File: src/rtl/tnn_neuron_accum.sv
// Ternary neuron accumulator: sums clamped (pos - neg) popcounts per chunk,
// thresholds the total into a registered +1/0/-1. Option: TNN_ACC_SAT_EN.
module tnn_neuron_accum #(
    parameter int PC_W     = 5,
    parameter int PC_MAX   = 25,
    parameter int ACC_W    = 10,
    parameter int N_CHUNKS = 8
) (
    input  logic                    clk,
    input  logic                    rst_n,
    input  logic [PC_W-1:0]         pc_pos,
    input  logic [PC_W-1:0]         pc_neg,
    input  logic                    pc_last,
    input  logic                    pc_valid,
    output logic                    pc_ready,
    input  logic signed [ACC_W-1:0] thr_hi,
    input  logic signed [ACC_W-1:0] thr_lo,
    output logic [1:0]              act,
    output logic signed [ACC_W-1:0] act_sum,
    output logic                    act_valid,
    input  logic                    act_ready,
    output logic                    err_chunk
);

    localparam int CNT_W = (N_CHUNKS > 1) ? $clog2(N_CHUNKS) : 1;
    localparam logic [PC_W-1:0]  PC_LIM   = PC_W'(PC_MAX);
    localparam logic [CNT_W-1:0] CNT_LAST = CNT_W'(N_CHUNKS - 1);

    typedef enum logic {ACCUM, HOLD} state_t;

    state_t                  state_q;
    logic signed [ACC_W-1:0] acc_q;
    logic [CNT_W-1:0]        cnt_q;
    logic                    pc_ready_q;
    logic [1:0]              act_q;
    logic signed [ACC_W-1:0] act_sum_q;
    logic                    act_valid_q;
    logic                    err_q;

    logic [PC_W-1:0]         p_clamp;
    logic [PC_W-1:0]         n_clamp;
    logic signed [PC_W:0]    diff;
    logic signed [ACC_W:0]   acc_ext;
    logic signed [ACC_W:0]   diff_ext;
    logic signed [ACC_W:0]   sum_w;
    logic signed [ACC_W-1:0] acc_d;
    logic [1:0]              act_d;
    logic                    fire;
    logic                    at_max;
    logic                    close;

    always_comb begin
        p_clamp  = (pc_pos > PC_LIM) ? PC_LIM : pc_pos;
        n_clamp  = (pc_neg > PC_LIM) ? PC_LIM : pc_neg;
        diff     = $signed({1'b0, p_clamp}) - $signed({1'b0, n_clamp});
        acc_ext  = (ACC_W+1)'(acc_q);
        diff_ext = (ACC_W+1)'(diff);
        sum_w    = acc_ext + diff_ext;
`ifdef TNN_ACC_SAT_EN
        // one extra bit catches overflow; clip to the signed range
        if (sum_w[ACC_W] != sum_w[ACC_W-1])
            acc_d = sum_w[ACC_W] ? {1'b1, {(ACC_W-1){1'b0}}}
                                 : {1'b0, {(ACC_W-1){1'b1}}};
        else
            acc_d = sum_w[ACC_W-1:0];
`else
        acc_d = sum_w[ACC_W-1:0];
`endif
        if (acc_d >= thr_hi)
            act_d = 2'b01;
        else if (acc_d <= thr_lo)
            act_d = 2'b11;
        else
            act_d = 2'b00;
        fire   = pc_valid & pc_ready_q;
        at_max = (cnt_q == CNT_LAST);
        close  = fire & (pc_last | at_max);
    end

    always_ff @(posedge clk or negedge rst_n) begin
        if (!rst_n) begin
            state_q     <= ACCUM;
            acc_q       <= '0;
            cnt_q       <= '0;
            pc_ready_q  <= 1'b1;
            act_q       <= 2'b00;
            act_sum_q   <= '0;
            act_valid_q <= 1'b0;
            err_q       <= 1'b0;
        end else begin
            unique case (state_q)
                ACCUM: begin
                    if (close) begin
                        act_q       <= act_d;
                        act_sum_q   <= acc_d;
                        act_valid_q <= 1'b1;
                        acc_q       <= '0;
                        cnt_q       <= '0;
                        pc_ready_q  <= 1'b0;
                        state_q     <= HOLD;
                        if (!pc_last)
                            err_q <= 1'b1;
                    end else if (fire) begin
                        acc_q <= acc_d;
                        cnt_q <= cnt_q + 1'b1;
                    end
                end
                HOLD: begin
                    if (act_ready) begin
                        act_valid_q <= 1'b0;
                        pc_ready_q  <= 1'b1;
                        state_q     <= ACCUM;
                    end
                end
                default: state_q <= ACCUM;
            endcase
        end
    end

    assign pc_ready  = pc_ready_q;
    assign act       = act_q;
    assign act_sum   = act_sum_q;
    assign act_valid = act_valid_q;
    assign err_chunk = err_q;

endmodule

File: config.mk
export PLATFORM = sky130hd
export DESIGN_NAME = tnn_neuron_accum
export DESIGN_NICKNAME = d
export VERILOG_FILES = /design/src/rtl/tnn_neuron_accum.sv
export SDC_FILE = /design/constraint.sdc
export NUM_CORES = 1
export LEC_CHECK = 0
export CORE_MARGIN = 10
export CORE_UTILIZATION = 53
export CTS_CLUSTER_DIAMETER = 50
export DETAILED_ROUTE_END_ITERATION = 7
export PLACE_DENSITY = 0.82
export SLEW_MARGIN = 20
export SYNTH_ARGS = -nofsm -noshare
export SYNTH_HDL_FRONTEND = slang
export SYNTH_SLANG_ARGS = --single-unit
File: constraint.sdc
create_clock -name clk -period 5.3 [get_ports clk]
set_input_delay 1.06 -clock clk [delete_from_list [all_inputs] [get_ports clk]]
set_output_delay 1.06 -clock clk [all_outputs]
set_load 0.005 [all_outputs]
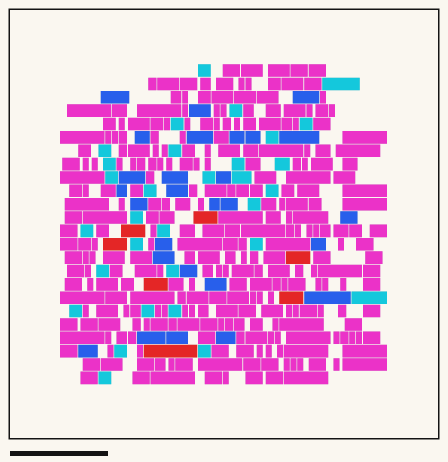
(sizing map)
Scale bar: 20 microns.
colour	size	cells	most used
blue	x2	27	a211oi_2
magenta	x1 and smaller	283	clkdlybuf4s50_1
red	x6 and larger	7	clkbuf_8
cyan	x3 and x4	31	buf_4

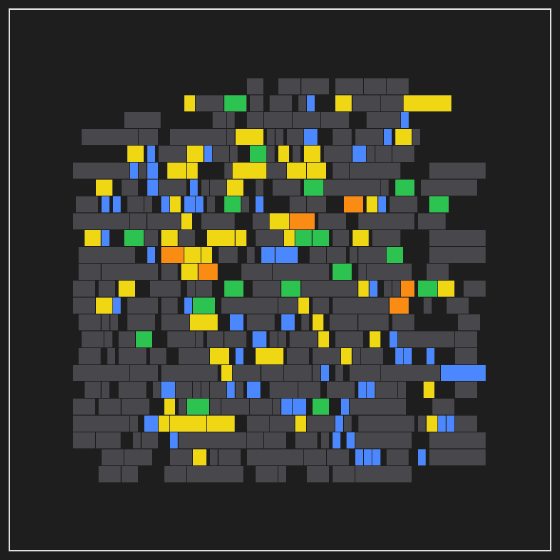
(gate families picked out)
colour	family	cells
blue	nand cells	54
yellow	aoi and oai cells	50
green	non-inverting ao/oa cells	18
orange	and/or cells	6

==> results_slide.txt <==
Run Summary

Detailed routing
  • Via-to-Cell Ratio: 5.58
  • Detail Route Antenna Nets: 0
  • Residual DRC count: 0
  • Initial DRC count: 135
  • WL/cell: 16.6 microns
  • Routed wire length: 6.64 mm

Power and ir drop
  • Main power group: combinational cells
  • Clk pwr share: 12.2%
  • Power density over cell area: 589 mW/mm^2

Critical path
  • Cell Chain, Critical Path: clkdlybuf4s50_1 -> nand2_1 -> o21bai_1 -> ha_2 -> inv_1 -> fa_2 -> a21o_1 -> a21oi_2 -> xnor2_1 -> ha_1 -> a21oi_2 -> nand2_2 -> o211ai_1 -> and3b_2 -> nor2_2 -> ha_1 -> nand4_1 -> a211oi_2 -> o21ba_2 -> a211oi_2 -> o41ai_2
  • Crit Path Max Fanout: 3
  • Buf+Inv Stages, Crit Path: 2
  • CP Depth: 21
  • R2R cell count: 15
  • Critical Path RT: 5.47 ns
  • Origin of the worst setup path: pc_neg[4]
  • Crit path capture: act[1]
  • Flop2flop setup slack: 1.87 ns
  • FF-to-FF Start: acc_q[0]
  • CP max stage cell: clkdlybuf4s50_1

Yosys
  • Synth Flop Type: dfrtp_1
  • Most frequent cell after synthesis: nand2_1
  • Ys flops: 29
  • # Cells Yosys: 270
  • Count of cell types in the netlist: 46
  • Synthesized area: 0.00239 sq mm
  • Synth Net Count: 344

Cells and area
  • Non-clk invs: 29
  • Most frequent logic cells in the routed design: clkdlybuf4s50_1 (45), nand2_1 (38), ha_1 (34)
  • Layout cells sized above 1: 18.7%
  • Final Cell Area: 0.00332 sq mm
  • Clock buf/inv share: 3.51%
  • FFs & Latches: 29
  • Leading cell category by total area: logic gates
  • Comb. cell area: 0.00160 sq mm
  • Clock buffers: 7

CTS
  • CTS tree: built
  • CTS Buffer Depth: 2
  • CTS Root Buffer Type: clkbuf_8
  • Clk sink count: 29

Global routing
  • Pin count of the biggest net entering global routing: 30
  • First-pass GRT wire length: 10.4 mm
  • Vias in the first global route: 2318
  • Top Usage Layer GRT: met2

Final timing
  • Minimum clock period: 5.14 ns
  • Final Max-Slew Violation Tally: 0
  • Fin. Hold Viols: 0

Die
  • Die Wd: 87.1 microns
  • Initial Utilization: 54.9%

Hold path
  • Hold Path Class: reg2reg
  • Hold Path Cell Cnt: 2

Placement
  • Placed cell area: 0.00305 sq mm
  • Placed Cells: 385
  • Buffers added on ports: 49
  • Post-place setup slack: -0.297 ns

Flow run
  • MaxCap Viol Count: 0

Status
  • Status: finished, final reports clean
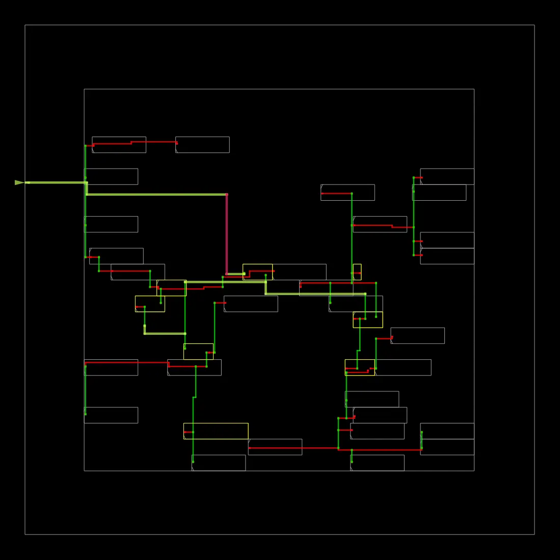
(clock nets)
Layout Skew: 0.00286 ns
TritonCTS Buffers: 5

stage by stage:
step	total power [W]	setup TNS (ns)
global placement	0.00150	-0.138
finish	0.00195	0
floorplan	0.00110	0
detailed placement	0.00155	-0.562
global route	0.00211	-0.211
CTS	0.00183	0
timing repair:
action                     4_1_cts  5_1_grt
pin swaps                        0       23
gates resized                    3       24
buffers inserted                 0        7
setup endpoints to repair        2        2
per-layer routing:
metal  part of all wire (%)  wire (microns)  up-vias
met2                     51            3410       73
li1                       -               -     1100
met3                    5.5             367       14
met4                    1.4              93        0
met5                      0               0        -
met1                     42            2780     1043
cells by family (layout without fill, tap and decap cells):
family                     after synthesis  in the layout
xor gates and xnor gates                 8              8
adders and majority gates               39             39
DFF                                     29             29
muxes                                    2              2
buffers and inverters                   35            113
AOI/OAI and AO/OA                       68             68
and+or+nand+nor                         89             89
Power is estimated from default activity; no workload was simulated.
